run_1/clocks.png
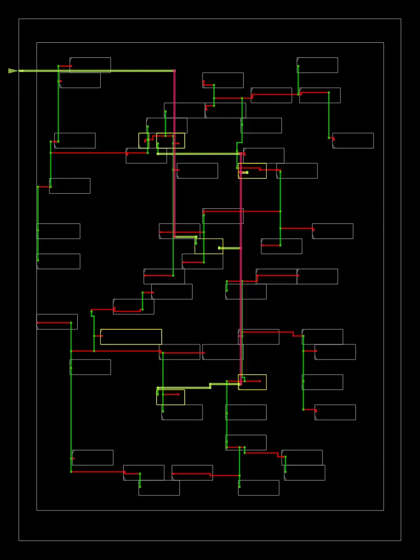
run_1/clk_routes.png
Bar = 20 um.
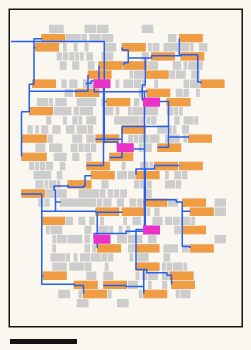
run_1/flops_by_reg.png
Bar = 20 um. Other sequential cells in the stronger grey, the rest of the logic in the fainter grey.
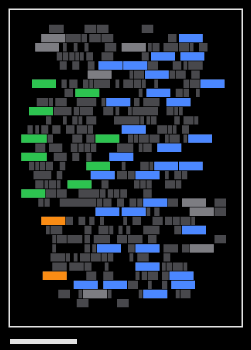
## config.mk

```make
export PLATFORM = sky130hd
export DESIGN_NAME = game_tick_sched
export DESIGN_NICKNAME = d
export VERILOG_FILES = /design/src/rtl/game_pkg.sv /design/src/rtl/game_tick_sched_tick_gen.sv /design/src/rtl/game_tick_sched.sv
export SDC_FILE = /design/constraint.sdc
export NUM_CORES = 1
export LEC_CHECK = 0
export CORE_ASPECT_RATIO = 1.4
export CORE_MARGIN = 3
export CORE_UTILIZATION = 41
export CTS_CLUSTER_DIAMETER = 50
export CTS_CLUSTER_SIZE = 40
export DETAILED_ROUTE_END_ITERATION = 8
export GPL_TIMING_DRIVEN = 1
export SYNTH_ARGS = -nofsm -noshare
export SYNTH_HDL_FRONTEND = slang
export SYNTH_SLANG_ARGS = --single-unit
export TNS_END_PERCENT = 1
```

## constraint.sdc

```tcl
create_clock -name clk -period 2.24 [get_ports clk]
set_input_delay 0.448 -clock clk [delete_from_list [all_inputs] [get_ports clk]]
set_output_delay 0.448 -clock clk [all_outputs]
set_load 0.02 [all_outputs]
```

## src/rtl/game_pkg.sv

```systemverilog
`default_nettype none
// ============================================================================
//  Module      : game_pkg
//  Description : Shared types and constants for the Dino Run timing and
//                sequencing controller: game state encoding, bus widths and
//                the default tick period exponents.
//  Revision    : 1.0 - initial release
// ============================================================================
package game_pkg;

    // Game state encoding as seen on the `state` output.
    typedef enum logic [1:0] {
        ST_IDLE  = 2'd0,
        ST_RUN   = 2'd1,
        ST_PAUSE = 2'd2,
        ST_OVER  = 2'd3
    } state_t;

    localparam int c_LEVEL_W = 2;   // width of the difficulty level
    localparam int c_PRESC_W = 31;  // free-running prescaler width
    localparam int c_EXP_W   = 5;   // tick exponent width (exponents 0..30)

    // Default period exponents (period = 2**LOG2 system clocks).
    localparam int c_DEF_PIX_LOG2    = 1;
    localparam int c_DEF_SEG_LOG2    = 17;
    localparam int c_DEF_DINO_LOG2   = 21;
    localparam int c_DEF_CACTUS_LOG2 = 21;
    localparam int c_DEF_BLINK_LOG2  = 25;
    localparam int c_DEF_OBST_LOG2   = 30;
    localparam int c_DEF_LVL_STEP    = 512;
    localparam int c_DEF_MAX_LEVEL   = 3;

endpackage : game_pkg
`default_nettype wire

```

## src/rtl/game_tick_sched_tick_gen.sv

```systemverilog
`default_nettype none
// ============================================================================
//  Module      : tick_gen
//  Description : Registered one-cycle clock-enable pulse derived from the
//                shared prescaler. The pulse fires on the cycle after the low
//                i_exp bits of the prescaler are all ones, so a pulse of
//                exponent k repeats every 2**k cycles and survives the
//                prescaler wrap for any k <= 30.
//  Ports       : clk     - system clock
//                clr_n   - synchronous active-low reset
//                i_q     - prescaler value
//                i_exp   - runtime period exponent
//                i_gate  - qualifies the pulse (tie high for free-running)
//                o_tick  - registered one-cycle enable pulse
//  Revision    : 1.0 - initial release
// ============================================================================
module tick_gen
    import game_pkg::*;
(
    input  logic                 clk,
    input  logic                 clr_n,
    input  logic [c_PRESC_W-1:0] i_q,
    input  logic [c_EXP_W-1:0]   i_exp,
    input  logic                 i_gate,
    output logic                 o_tick
);

    logic [c_PRESC_W-1:0] w_mask;
    logic                 w_raw;
    logic                 r_tick;

    // Mask with the low i_exp bits set; exponent 0 gives an empty mask,
    // which degenerates to a tick every cycle.
    assign w_mask = ~({c_PRESC_W{1'b1}} << i_exp);
    assign w_raw  = ((i_q & w_mask) == w_mask);

    always_ff @(posedge clk) begin
        if (!clr_n) begin
            r_tick <= 1'b0;
        end else begin
            r_tick <= w_raw & i_gate;
        end
    end

    assign o_tick = r_tick;

endmodule : tick_gen
`default_nettype wire

```

## src/rtl/game_tick_sched.sv

```systemverilog
`default_nettype none
// ============================================================================
//  Module      : game_tick_sched
//  Description : Central timing and sequencing controller for Dino Run.
//                Generates single-cycle clock-enable ticks from one shared
//                prescaler, runs the idle/run/pause/over game state machine
//                and owns the difficulty level that speeds up the cactus.
//  Ports       : clk          - 50 MHz system clock
//                clr_n        - synchronous active-low reset
//                start        - pulse: begin / restart a game
//                pause_req    - pulse: toggle RUN and PAUSE
//                collide      - pulse: dino/cactus hit
//                pix_en       - pixel enable (free-running)
//                seg_en       - 7-segment scan enable (free-running)
//                blink_tick   - blink enable (free-running)
//                dino_tick    - dino tick (RUN only)
//                cactus_tick  - cactus scroll tick (RUN only, level scaled)
//                obst_tick    - obstacle spawn tick (RUN only)
//                level        - difficulty 0..MAX_LEVEL
//                state        - IDLE=0 RUN=1 PAUSE=2 OVER=3
//  Revision    : 1.0 - initial release
// ============================================================================
module game_tick_sched
    import game_pkg::*;
#(
    parameter int PIX_LOG2    = c_DEF_PIX_LOG2,
    parameter int SEG_LOG2    = c_DEF_SEG_LOG2,
    parameter int DINO_LOG2   = c_DEF_DINO_LOG2,
    parameter int CACTUS_LOG2 = c_DEF_CACTUS_LOG2,
    parameter int BLINK_LOG2  = c_DEF_BLINK_LOG2,
    parameter int OBST_LOG2   = c_DEF_OBST_LOG2,
    parameter int LVL_STEP    = c_DEF_LVL_STEP,
    parameter int MAX_LEVEL   = c_DEF_MAX_LEVEL
) (
    input  logic                 clk,
    input  logic                 clr_n,
    input  logic                 start,
    input  logic                 pause_req,
    input  logic                 collide,
    output logic                 pix_en,
    output logic                 seg_en,
    output logic                 blink_tick,
    output logic                 dino_tick,
    output logic                 cactus_tick,
    output logic                 obst_tick,
    output logic [c_LEVEL_W-1:0] level,
    output logic [1:0]           state
);

    localparam int c_STEP_W = (LVL_STEP > 1) ? $clog2(LVL_STEP) : 1;

    localparam logic [1:0] c_S_IDLE  = ST_IDLE;
    localparam logic [1:0] c_S_RUN   = ST_RUN;
    localparam logic [1:0] c_S_PAUSE = ST_PAUSE;
    localparam logic [1:0] c_S_OVER  = ST_OVER;

    localparam logic [c_STEP_W-1:0]  c_STEP_LAST = c_STEP_W'(LVL_STEP - 1);
    localparam logic [c_LEVEL_W-1:0] c_LVL_MAX   = c_LEVEL_W'(MAX_LEVEL);

    logic [c_PRESC_W-1:0] r_q;
    logic [1:0]           r_state;
    logic [1:0]           w_state_nxt;
    logic                 w_clear;
    logic [c_LEVEL_W-1:0] r_level;
    logic [c_STEP_W-1:0]  r_step;
    logic                 w_run;
    logic                 w_dino_raw;
    logic [c_EXP_W-1:0]   w_cactus_exp;

    // ------------------------------------------------------------------
    // Free-running prescaler, independent of game state
    // ------------------------------------------------------------------
    always_ff @(posedge clk) begin
        if (!clr_n) begin
            r_q <= '0;
        end else begin
            r_q <= r_q + c_PRESC_W'(1);
        end
    end

    // Gating and step counting both look at the state before the edge, so a
    // raw compare landing on the cycle that enters RUN is not counted.
    assign w_run      = (r_state == c_S_RUN);
    assign w_dino_raw = &r_q[DINO_LOG2-1:0];

    // Level feeds the cactus exponent straight from its register: a new
    // level applies from the following cycle without realigning the period.
    assign w_cactus_exp = c_EXP_W'(CACTUS_LOG2) - c_EXP_W'(r_level);

    // ------------------------------------------------------------------
    // Game state machine
    // ------------------------------------------------------------------
    always_comb begin
        w_state_nxt = r_state;
        w_clear     = 1'b0;
        case (r_state)
            c_S_IDLE: begin
                if (start) begin
                    w_state_nxt = c_S_RUN;
                    w_clear     = 1'b1;
                end
            end
            c_S_RUN: begin
                // A hit outranks a simultaneous pause request.
                if (collide) begin
                    w_state_nxt = c_S_OVER;
                end else if (pause_req) begin
                    w_state_nxt = c_S_PAUSE;
                end
            end
            c_S_PAUSE: begin
                // Restart outranks resume when both arrive together.
                if (start) begin
                    w_state_nxt = c_S_RUN;
                    w_clear     = 1'b1;
                end else if (pause_req) begin
                    w_state_nxt = c_S_RUN;
                end
            end
            c_S_OVER: begin
                if (start) begin
                    w_state_nxt = c_S_RUN;
                    w_clear     = 1'b1;
                end
            end
            default: begin
                w_state_nxt = c_S_IDLE;
            end
        endcase
    end

    always_ff @(posedge clk) begin
        if (!clr_n) begin
            r_state <= c_S_IDLE;
        end else begin
            r_state <= w_state_nxt;
        end
    end

    // ------------------------------------------------------------------
    // Step counter and difficulty level. Game (re)starts only happen from
    // non-RUN states, so the clear never competes with a counted tick.
    // ------------------------------------------------------------------
    always_ff @(posedge clk) begin
        if (!clr_n) begin
            r_step  <= '0;
            r_level <= '0;
        end else if (w_clear) begin
            r_step  <= '0;
            r_level <= '0;
        end else if (w_run && w_dino_raw) begin
            if (r_step == c_STEP_LAST) begin
                r_step <= '0;
                if (r_level < c_LVL_MAX) begin
                    r_level <= r_level + c_LEVEL_W'(1);
                end
            end else begin
                r_step <= r_step + c_STEP_W'(1);
            end
        end
    end

    // ------------------------------------------------------------------
    // Tick generators
    // ------------------------------------------------------------------
    tick_gen u_pix (
        .clk    (clk),
        .clr_n  (clr_n),
        .i_q    (r_q),
        .i_exp  (c_EXP_W'(PIX_LOG2)),
        .i_gate (1'b1),
        .o_tick (pix_en)
    );

    tick_gen u_seg (
        .clk    (clk),
        .clr_n  (clr_n),
        .i_q    (r_q),
        .i_exp  (c_EXP_W'(SEG_LOG2)),
        .i_gate (1'b1),
        .o_tick (seg_en)
    );

    tick_gen u_blink (
        .clk    (clk),
        .clr_n  (clr_n),
        .i_q    (r_q),
        .i_exp  (c_EXP_W'(BLINK_LOG2)),
        .i_gate (1'b1),
        .o_tick (blink_tick)
    );

    tick_gen u_dino (
        .clk    (clk),
        .clr_n  (clr_n),
        .i_q    (r_q),
        .i_exp  (c_EXP_W'(DINO_LOG2)),
        .i_gate (w_run),
        .o_tick (dino_tick)
    );

    tick_gen u_cactus (
        .clk    (clk),
        .clr_n  (clr_n),
        .i_q    (r_q),
        .i_exp  (w_cactus_exp),
        .i_gate (w_run),
        .o_tick (cactus_tick)
    );

    tick_gen u_obst (
        .clk    (clk),
        .clr_n  (clr_n),
        .i_q    (r_q),
        .i_exp  (c_EXP_W'(OBST_LOG2)),
        .i_gate (w_run),
        .o_tick (obst_tick)
    );

    assign level = r_level;
    assign state = r_state;

endmodule : game_tick_sched
`default_nettype wire

```

==> results.json, run 1 <==
{
  "num_vias": 1778,
  "clkCellAreaFrac_pct": 3.86,
  "fin_setup_tns_ps": 0,
  "nWellTaps": 66,
  "rsz0062_at_grt": "false",
  "synthToLayoutAreaGrowth_pct": 18.6,
  "worst-slew-pin-transition_ps": 481,
  "cts-hold-fix-buffers": 0,
  "maxCapViolCount": 0,
  "floorplan.die.width_um": 68.9,
  "routed_wl_um": 4310,
  "syn_inst": 255,
  "synth_flops": 49,
  "grt_util_all_layers_pct": 15.0,
  "synth_stat.cells": 255,
  "avgSynthCellArea_um2": 8.90,
  "place_ws_ps": 10.3,
  "drtPass1Iterations": 4,
  "buffer_area_share_pct": 9.39,
  "rows": 31,
  "clkSinkCount": 49,
  "path_clk_slew_ps": 90,
  "end_kind": "flip-flop",
  "drive_above_1_share_pct": 13.1,
  "num-multi-input-gates": 188,
  "synth.cellmix.xorXnorShare_pct": 9.65,
  "dominant_cells": "multi-input combinational cells",
  "logic_area_mm2": 0.00123,
  "warnings": 30,
  "whs_ps": 468,
  "synth_warnings": 0,
  "die_y_um": 94.0,
  "clockBufferDepth": 2,
  "hold_class": "reg2reg",
  "drt-initial-drc-count": 68,
  "worstRegToRegCells": 8,
  "post-route-min-period_ps": 2130,
  "synthMuxAreaShare_pct": 0.882,
  "yosysChipArea_mm2": 0.00227,
  "finalHoldViolCount": 0,
  "fp_util_pct": 43.0,
  "fillers": 526,
  "coreArea_mm2": 0.00528,
  "finalCritPeriodShare_pct": 94.9,
  "chipArea_mm2": 0.00648,
  "ys_sh_aoi_pct": 7.88,
  "viasPerCell": 5.09,
  "cts_tree": "built",
  "setup_ws_ps": 114,
  "cts_resized": 0,
  "nets": 298,
  "crit_type": "reg2reg",
  "grt_pass1_wl_um": 7490,
  "min_path_cells": 2,
  "antenna_found_initial": 0,
  "simple_gate_share_pct": 29.7,
  "status": "finished, final reports clean",
  "crit_slowest_cell": "or3b_1",
  "crit_cells": 8,
  "power_density_mw_per_mm2": 601,
  "clk_latency_ps": 300,
  "floorplan.nets": 270,
  "critPathRequiredTime_ps": 2470,
  "maxSlewHeadroom_pct": 67.7,
  "cp_slowest_stage_delay_ps": 430,
  "grt_max_degree": 15,
  "ys_seq_share_pct": 43.2,
  "top_logic_kind": "simple AND/OR/NAND/NOR gates",
  "crit_chain": "ha_2, and3_4, and3_4, and3_1, ha_2, nand4b_1, or3b_1, a21oi_1",
  "ir_worst_vdd_mv": 0.325,
  "num-clock-buffers": 5,
  "setup_viol": 0,
  "leakagePower_uw": 0.00102,
  "dp_hpwl_um": 3180,
  "cts_root_buf": "clkbuf_8",
  "seqCellArea_um2": 983,
  "ant_nets": 0,
  "gp_congestion": 0.839,
  "wl_per_cell_um": 12.4,
  "n_antenna_cell": 0,
  "buffers": 29,
  "remaining_drc_errors": 0,
  "seq_share_pct": 36.5,
  "inv_count": 10,
  "htree_levels": 2,
  "crit_path_start_kind": "flip-flop",
  "fmax_ghz": 0.470,
  "first_global_vias": 1665,
  "io_pins": 15,
  "crit_buf_inv": 0,
  "slew_violations": 0,
  "fin_skew_ps": 9.09,
  "worstPathArrival_ps": 2360,
  "syn_area_mm2": 0.00227,
  "ys_sh_adder_pct": 5.51,
  "port_buffers": 14,
  "cp_max_fo": 5,
  "utilization_pct": 51.0,
  "cts_setup_buffers": 0,
  "grt.overflow.total": 0,
  "synth.distinct_cells": 40,
  "crit_family": "simple AND/OR/NAND/NOR gates",
  "sh_comb_area_pct": 45.7
}
About clocks.png:
FFs & Latches: 49
CTS buffer count: 5

About clk_routes.png:
- flip-flops: orange (count 49)
- clock drivers: magenta (count 5)
- clock wires: blue (length 604 um)
- flops lie: spread over the die

About flops_by_reg.png:
- r_q: blue (flops 30)
- r_step: green (flops 9)
- level: orange (flops 2)
- not coloured: 8

[run 1: flip-flops by register name, indices dropped and copies added, names as in the netlist]
signal and cells:
u_pix.o_tick 1, u_blink.o_tick 1, r_step 9, u_cactus.o_tick 1, r_q 30, state 2
u_dino.o_tick 1, u_seg.o_tick 1, level 2, u_obst.o_tick 1
[run 1: metrics by stage]
step                cell area (um^2)  cells  total power, uW
floorplan                       2270    255              978
global placement                2570    342             1030
detailed placement              2570    342             1030
CTS                             2670    349             1640
global route                    2690    349             1690
finish                          2690    349             1620
[run 1: worst min-delay path, stage by stage (launching register included)]
cell and delay (ps):
dfxtp_1 330, nand4_1 70, nor2_1 40
[run 1: final timing paths]
path                                 from       endpoint  slack (ps)
worst min register to register    r_q[29]  u_obst.o_tick         470
worst min-delay path              r_q[29]  u_obst.o_tick         470
worst max-delay path            r_step[0]      r_step[4]         110
worst max register to register  r_step[0]      r_step[4]         110
[run 1: report_power, final]
group	internal [uW]	leakage, uW	switching [uW]	total [uW]
sequential	881	0.000397	6.74	888
combinational	52.5	0.000573	67.2	120
clock	325	0.0000540	285	610
total	1260	0.00102	359	1620
[run 1: cell usage in the layout, fill, tap and decap left out, types with 2 or more instances in the layout]
cell type        Yosys  final
and3_1               9      7
nor4_4               2      2
nand3_1             20     20
buf_4                1     15
o21ai_0             12     12
nor2_1              39     39
dfxtp_2              0      2
a21oi_1             10     10
or3_1                2      2
nand2_1             13     13
nor2b_1              2      2
inv_1                9      9
xnor2_1             12     12
clkdlybuf4s50_1      0     14
dfxtp_1             49     47
nand4_1              6      6
o22ai_1              2      2
nor3_1               5      5
ha_2                 0      2
nand2b_1             4      4
and3_4               0      2
mux2i_1              2      2
or3b_1               3      3
ha_1                10      8
and4_1               2      2
xor2_1              13     13
clkbuf_8             0      5
and2_1               7      7
[run 1: synth_stat cells]
library cell / count / area share (%)
nor3_2: 1 / 0.44
nand3_1: 20 / 4.4
o22ai_1: 2 / 0.55
buf_1: 2 / 0.33
xor2_1: 13 / 5.0
nand2_1: 13 / 2.2
and4_1: 2 / 0.77
nand4b_1: 1 / 0.39
nand4_2: 1 / 0.55
o31ai_1: 1 / 0.33
nor3_1: 5 / 1.1
nor4_2: 1 / 0.55
o21ai_0: 12 / 2.6
nor4_4: 2 / 1.9
buf_2: 1 / 0.22
a41oi_1: 1 / 0.39
mux2i_1: 2 / 0.88
or3b_1: 3 / 1.2
nor2b_1: 2 / 0.55
or2_2: 1 / 0.28
nand3_4: 1 / 0.77
nand2b_1: 4 / 1.1
a311oi_1: 1 / 0.39
inv_1: 9 / 1.5
ha_1: 10 / 5.5
o221ai_1: 1 / 0.39
a21oi_1: 10 / 2.2
and2_1: 7 / 1.9
or3_4: 1 / 0.50
o41ai_2: 1 / 0.72
clkinv_1: 1 / 0.17
or3_1: 2 / 0.55
nor2_1: 39 / 6.4
and3_1: 9 / 2.5
dfxtp_1: 49 / 43
buf_4: 1 / 0.33
a31oi_1: 1 / 0.28
nand4_1: 6 / 1.7
xnor2_1: 12 / 4.6
clkbuf_1: 4 / 0.66
[run 1: per-layer routing]
metal	wire length (um)	global-route usage, %
met2	2130	24.8
met1	2010	18.6
met3	98	2.99
met5	0	0
met4	71	5.85
run_1/detail.png
Window x 37 to 67, y 9 to 39 um. Cells in grey, sequential cells in the stronger grey; small squares are vias.
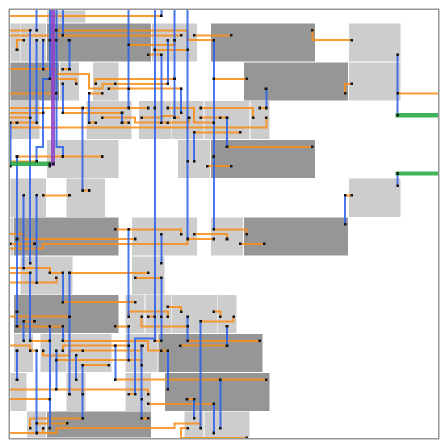

==> run 2, diff against run 1 <==
Settings changed: DONT_BUFFER_PORTS set to 1.
Clock period 2.24 ns to 2.2 ns, I/O delays scaled along.
run_2/detail.png
Window x 37 to 67, y 9 to 39 um. Cells in grey, sequential cells in the stronger grey; small squares are vias.
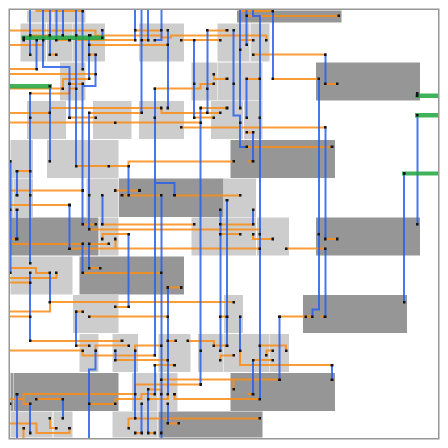
- metal 1: orange
- metal 3: green
- metal 2: blue
- cells with their middle in the window: 46
- netlist names of flops here include: r_q (7)
- sequential cells in the window: 10
- most frequent: dfxtp_1 (10), nand3_1 (7), nor2_1 (7)

run_2/clk_routes.png
Bar = 20 um.
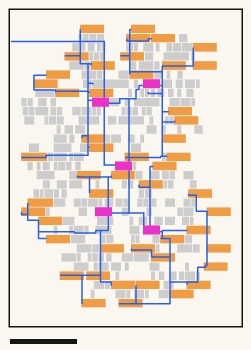
- flip-flops: orange (count 49)
- clock drivers: magenta (count 5)
- clock wires: blue (length 595 um)
- flops lie: spread over the die
- routed clock nets: 6
clock share of power: 39.8%
Final Skew: 6.71 ps
Clk. pwr: 664 uW
Clock Latency Late Sink: 300 ps

==> results.json, run 2 <==
{
  "crit_buf_inv": 0,
  "cts_root_buf": "clkbuf_8",
  "netlist.area_leader.share_pct": 43.2,
  "htree_levels": 2,
  "fin_setup_tns_ps": 0,
  "antenna_found_initial": 0,
  "layout_top_cells": "47 x dfxtp_1, 39 x nor2_1, 20 x nand3_1",
  "grt.overflow.total": 0,
  "crit_type": "reg2reg",
  "maxSlewHeadroom_pct": 69.5,
  "globalRoute.busiestLayer": "met2",
  "first_global_vias": 1757,
  "rsz0062_at_grt": "false",
  "wl_per_cell_um": 13.0,
  "grt.met1_usage_pct": 19.3,
  "crit_slowest_cell": "or3b_1",
  "num_vias": 1747,
  "end_kind": "flip-flop",
  "fmax_ghz": 0.478,
  "io_pins": 15,
  "cp_max_fo": 4,
  "crit_chain": "ha_2, and3_4, and3_4, and3_1, ha_2, nand4b_1, or3b_1, a21oi_1",
  "whs_ps": 258,
  "fp_util_pct": 43.0,
  "ys.flop_type": "dfxtp_1",
  "path_clk_slew_ps": 90,
  "drt-initial-drc-count": 96,
  "syn_inst": 255,
  "slew_violations": 0,
  "ir_worst_vdd_mv": 0.397,
  "crit_family": "simple AND/OR/NAND/NOR gates",
  "power_density_mw_per_mm2": 647,
  "coreArea_mm2": 0.00528,
  "worst-slew-pin-transition_ps": 456,
  "finalHoldViolCount": 0,
  "nets": 284,
  "common_cells": "49 x dfxtp_1, 39 x nor2_1, 20 x nand3_1",
  "synth_warnings": 0,
  "crit_path_start_kind": "flip-flop",
  "warnings": 30,
  "synth.distinct_cells": 40,
  "rows": 31,
  "floorplan.nets": 270,
  "fin_total_pwr_uw": 1670,
  "edf_count": 0,
  "largest_register_ffs": 30,
  "largestRegisters": "r_q: 30 flops, r_step: 9 flops",
  "chipArea_mm2": 0.00648,
  "grt_max_degree": 19,
  "routed_wl_um": 4370,
  "gp_congestion": 0.827,
  "yosysChipArea_mm2": 0.00227,
  "async_reset_ff_share_pct": 0,
  "ys_seq_share_pct": 43.2,
  "die_y_um": 94.0,
  "status": "finished, final reports clean",
  "dp.cells": 328,
  "worstPathArrival_ps": 2320,
  "drtPass1Iterations": 4,
  "maxCapViolCount": 0,
  "port_buffers": 0,
  "use_met3_pct": 3.35,
  "drive_above_1_share_pct": 14.4,
  "final_common_cell": "dfxtp_1",
  "critPathRequiredTime_ps": 2430,
  "remaining_drc_errors": 0,
  "top_area_cell": "dfxtp_1",
  "post-synth-top-count-cell": "dfxtp_1",
  "n_antenna_cell": 0,
  "use_met2_pct": 25.2
}
run_2/sizes.png
Bar = 20 um.
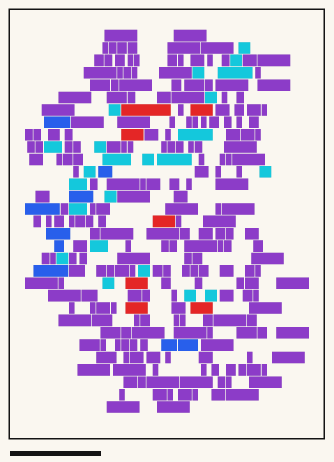
- _3 and _4 cells: cyan (cells 23)
- _0 and _1 cells: purple (cells 231)
- _6 and larger: red (cells 7)
- _2 cells: blue (cells 9)
Repair and plain buffers: 15
area grow syn2layout: 13.6%
Finished Cell Area: 0.00258 mm^2

==> run 2: repair_timing <==
item,CTS,global route
hold buffers,0,0
endpoints found under the setup margin,0,7
setup buffers,0,0
resized,0,9
==> run 2: worst paths after layout <==
| check | from | end | slack, ps | depth (start not counted) |
|---|---|---|---|---|
| setup / recovery | r_step[1] | r_step[2] | 110 | 8 |
| hold / removal | clr_n | r_q[16] | 260 | 1 |
| setup reg to reg | r_step[1] | r_step[2] | 110 | 8 |
| hold reg to reg | r_step[1] | r_step[1] | 480 | 2 |
==> run 2: report_power, final <==
group          internal (uW)  leakage (uW)  switching (uW)
Combinational           37.2      0.000532            52.5
Sequential               897      0.000397            17.2
Clock                    371     0.0000585             293
==> run 2: layout make-up <==
type	count	area [um^2]
fillers	520	2700
multi-input cells	188	1250
flip-flops and latches	49	983
repair buffers	15	113
clock buffers	7	86.3
well taps	66	82.6
inverters	10	37.5
clock inverters	1	30.0
==> run 2: worst register-to-register path: stages, from the launching register on <==
cell and delay [ps]:
dfxtp_2 340, ha_2 180, and3_4 180, and3_4 180
and3_1 180, ha_2 180, nand4b_1 230, or3b_1 410
a21oi_1 150
==> run 2: cells by family after synthesis <==
family                   share of synthesized area (%)
multiplexers                                     0.882
XOR/XNOR                                          9.65
adder cells (fa/ha/maj)                           5.51
buffers and inverters                             3.20
flip-flops                                        43.2
AND-OR/OR-AND                                     7.88
AND/OR/NAND/NOR                                   29.7
==> run 2: per-stage QoR <==
stage | worst slack (ps) | utilization, %
2_1_floorplan | 36.4 | -
3_3_place_gp | 90.7 | 46.1
3_5_place_dp | 23.8 | 46.1
4_1_cts | 2.73 | 48.3
5_1_grt | 8.05 | 48.9
6_report | 108 | 48.9
==> run 2: routing by layer <==
layer / wire length [um] / vias to the layer above
met1: 1940 / 821
met3: 118 / 7
li1: - / 901
met2: 2230 / 18
met4: 83 / 0
met5: 0 / -
run_2/flops_by_reg.png
Bar = 20 um. Other sequential cells in the stronger grey, the rest of the logic in the fainter grey.
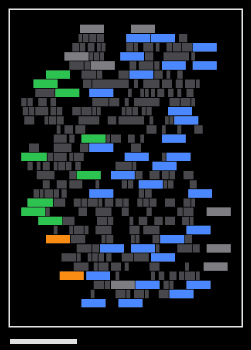

==> run 3, diff against run 2 <==
Clock period 2.2 ns to 1.83 ns, I/O delays scaled along.
run_3/flops_by_reg.png
Bar = 20 um. Other sequential cells in the stronger grey, the rest of the logic in the fainter grey.
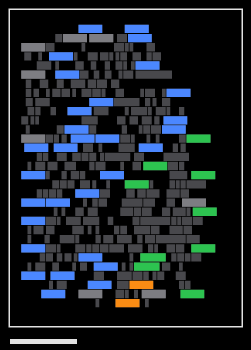
- r_step: green (flops 9)
- r_q: blue (flops 30)
- level: orange (flops 2)
- not coloured: 8
Seq. cell area: 983 um^2
seq pwr: 1090 uW
Seq/total area: 35.4%
Post-Route Utilization: 52.7%

run_3/detail.png
Window x 37 to 67, y 9 to 39 um. Cells in grey, sequential cells in the stronger grey; small squares are vias.
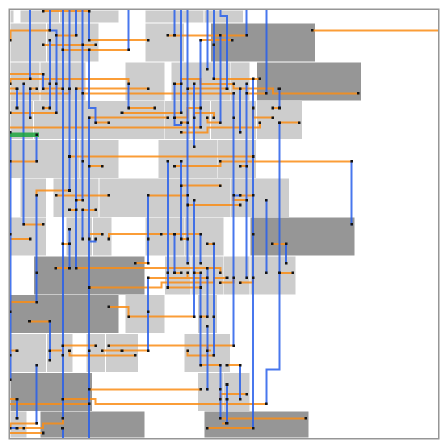
- metal 2: blue
- metal 1: orange
- metal 3: green
- most frequent: buf_4 (7), dfxtp_1 (6)
- cells with their middle in the window: 48
- sequential cells in the window: 8
- netlist names of flops here include: r_step (5)

run_3/clocks.png
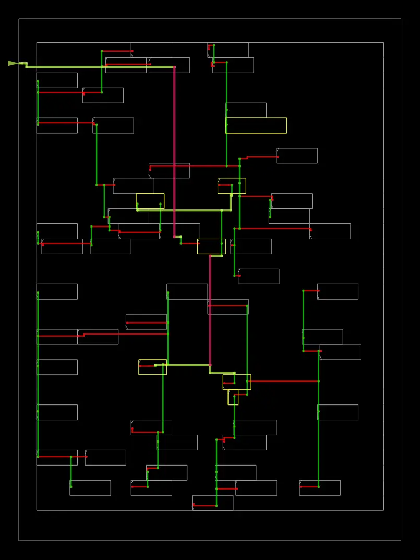
Clk. pwr: 747 uW
CTS sink cnt: 49
CLK BUF: 5
Final Skew: 3.37 ps

==> results.json, run 3 <==
{
  "fillers": 541,
  "logic_area_mm2": 0.00130,
  "fmax_ghz": 0.496,
  "power_density_mw_per_mm2": 710,
  "setup_viol": 8,
  "largestRegisters": "r_q: 30 flops, r_step: 9 flops",
  "reg2reg_to": "r_step[4]",
  "r2r_slack_ps": -190,
  "routed.top_layer": "met4",
  "route.met2.wl_um": 2390,
  "critPathRequiredTime_ps": 2070,
  "final_area_mm2": 0.00278,
  "wl_per_cell_um": 12.7,
  "chipArea_mm2": 0.00648,
  "finalHoldViolCount": 0,
  "cp_max_fo": 4,
  "antenna_found_initial": 0,
  "min_path_cells": 1,
  "routedLengthMet1_um": 1990,
  "ys_sh_adder_pct": 5.51,
  "syn_inst": 255,
  "hp-start": "clr_n",
  "edf_count": 0,
  "routed_wl_um": 4530,
  "slew_violations": 0,
  "netlist.area_leader.share_pct": 43.2,
  "dp.cells": 348,
  "worstRegToRegCells": 8,
  "synth.cellmix.xorXnorShare_pct": 9.65,
  "r2r-start": "r_step[0]",
  "violations": "negative setup slack",
  "min_to": "r_q[16]",
  "num_vias": 1806,
  "synth_warnings": 0,
  "end_kind": "flip-flop",
  "maxCapViolCount": 0,
  "fin_setup_tns_ps": -957,
  "synthMuxAreaShare_pct": 0.882,
  "async_reset_ff_share_pct": 0,
  "worst-slew-pin-transition_ps": 377,
  "die_y_um": 94.0,
  "ys_sh_aoi_pct": 7.88,
  "grt.overflow.total": 0,
  "crit_type": "reg2reg",
  "clockBufferDepth": 2,
  "floorplan.nets": 270,
  "rsz0062_at_grt": "true",
  "warnings": 33,
  "layout_top_cells": "47 x dfxtp_1, 39 x nor2_1, 35 x buf_4",
  "synth.distinct_cells": 40,
  "io_pins": 15,
  "drive_above_1_share_pct": 22.8,
  "first_global_vias": 1809,
  "remaining_drc_errors": 0,
  "maxSlewHeadroom_pct": 74.5,
  "htree_levels": 2,
  "synthToLayoutAreaGrowth_pct": 22.4,
  "path_clk_slew_ps": 90,
  "final_common_cell": "dfxtp_1",
  "top_logic_kind": "simple AND/OR/NAND/NOR gates",
  "clk_latency_ps": 300,
  "setup_ws_ps": -188,
  "worstPathArrival_ps": 2260,
  "status": "complete, but fails checks",
  "post-synth-top-count-cell": "dfxtp_1",
  "port_buffers": 0,
  "top_area_cell": "dfxtp_1",
  "nets": 305,
  "crit_path_start_kind": "flip-flop",
  "ir_worst_vdd_mv": 0.451,
  "largest_register_ffs": 30,
  "drt-initial-drc-count": 50,
  "cts_root_buf": "clkbuf_8",
  "drtPass1Iterations": 4,
  "simple_gate_share_pct": 29.7,
  "whs_ps": 185,
  "rows": 31,
  "common_cells": "49 x dfxtp_1, 39 x nor2_1, 20 x nand3_1",
  "ys.flop_type": "dfxtp_1",
  "coreArea_mm2": 0.00528,
  "ant_nets": 0,
  "avgSynthCellArea_um2": 8.90,
  "post-route-min-period_ps": 2020,
  "met3_length_um": 108,
  "n_antenna_cell": 0,
  "gp_congestion": 0.766,
  "grt_max_degree": 20,
  "fp_util_pct": 43.0,
  "yosysChipArea_mm2": 0.00227,
  "ys_seq_share_pct": 43.2
}
-- run 3: layer usage --
layer	vias to the layer above	track usage, %
li1	939	-
met1	847	18.6
met3	4	3.11
met4	0	4.88
met5	-	0
met2	16	27.8
-- run 3: power breakdown --
group	total [uW]	switching (uW)	leakage [uW]	internal, uW
clock	747	350	0.0000540	398
sequential	1090	8.14	0.000397	1080
combinational	138	82.7	0.000635	55.0
-- run 3: layout make-up --
class	count	area share, %
Clock inverter	2	1.26
Timing Repair Buffer	36	9.86
Clock buffer	5	2.48
Inverter	10	1.35
Tap cell	66	2.97
Multi-Input combinational cell	188	46.7
Sequential cell	49	35.4
-- run 3: cell families after synthesis --
family	count (synthesis)
simple gates	121
flops	49
compound gates	30
xor+xnor	25
buf+inv	18
fa+ha+maj	10
mux	2
-- run 3: worst max-delay path by stage --
stage                          from  depth (start not counted)        end  slack [ps]
after global routing      r_step[0]                          8  r_step[3]        -250
after CTS                 r_step[1]                          8  r_step[2]        -180
after detailed placement  r_step[1]                          8  r_step[2]        -160
after global placement    r_step[1]                          8  r_step[4]        -140
after floorplan           r_step[1]                          9  r_step[2]        -180
final                     r_step[0]                          8  r_step[4]        -190
-- run 3: timing repair --
action / CTS / global route
hold buffers: 0 / 0
setup endpoints to repair: 12 / 13
pin swaps: 4 / 5
setup buffers: 0 / 1
resized: 1 / 11
-- run 3: worst max-delay path, cell delays in order (launching register included) --
cell and delay, ps:
dfxtp_2 340, ha_4 150, and3_4 170, and3_4 170, and3_4 180, ha_4 160, nand4b_1 240, or3b_1 430
a21oi_2 110
-- run 3: metrics by stage --
stage	total power (uW)	setup WS, ps
2_1_floorplan	1200	-178
3_3_place_gp	1250	-139
3_5_place_dp	1250	-161
4_1_cts	1990	-178
5_1_grt	2040	-253
6_report	1970	-188
Power is estimated from default activity; no workload was simulated.
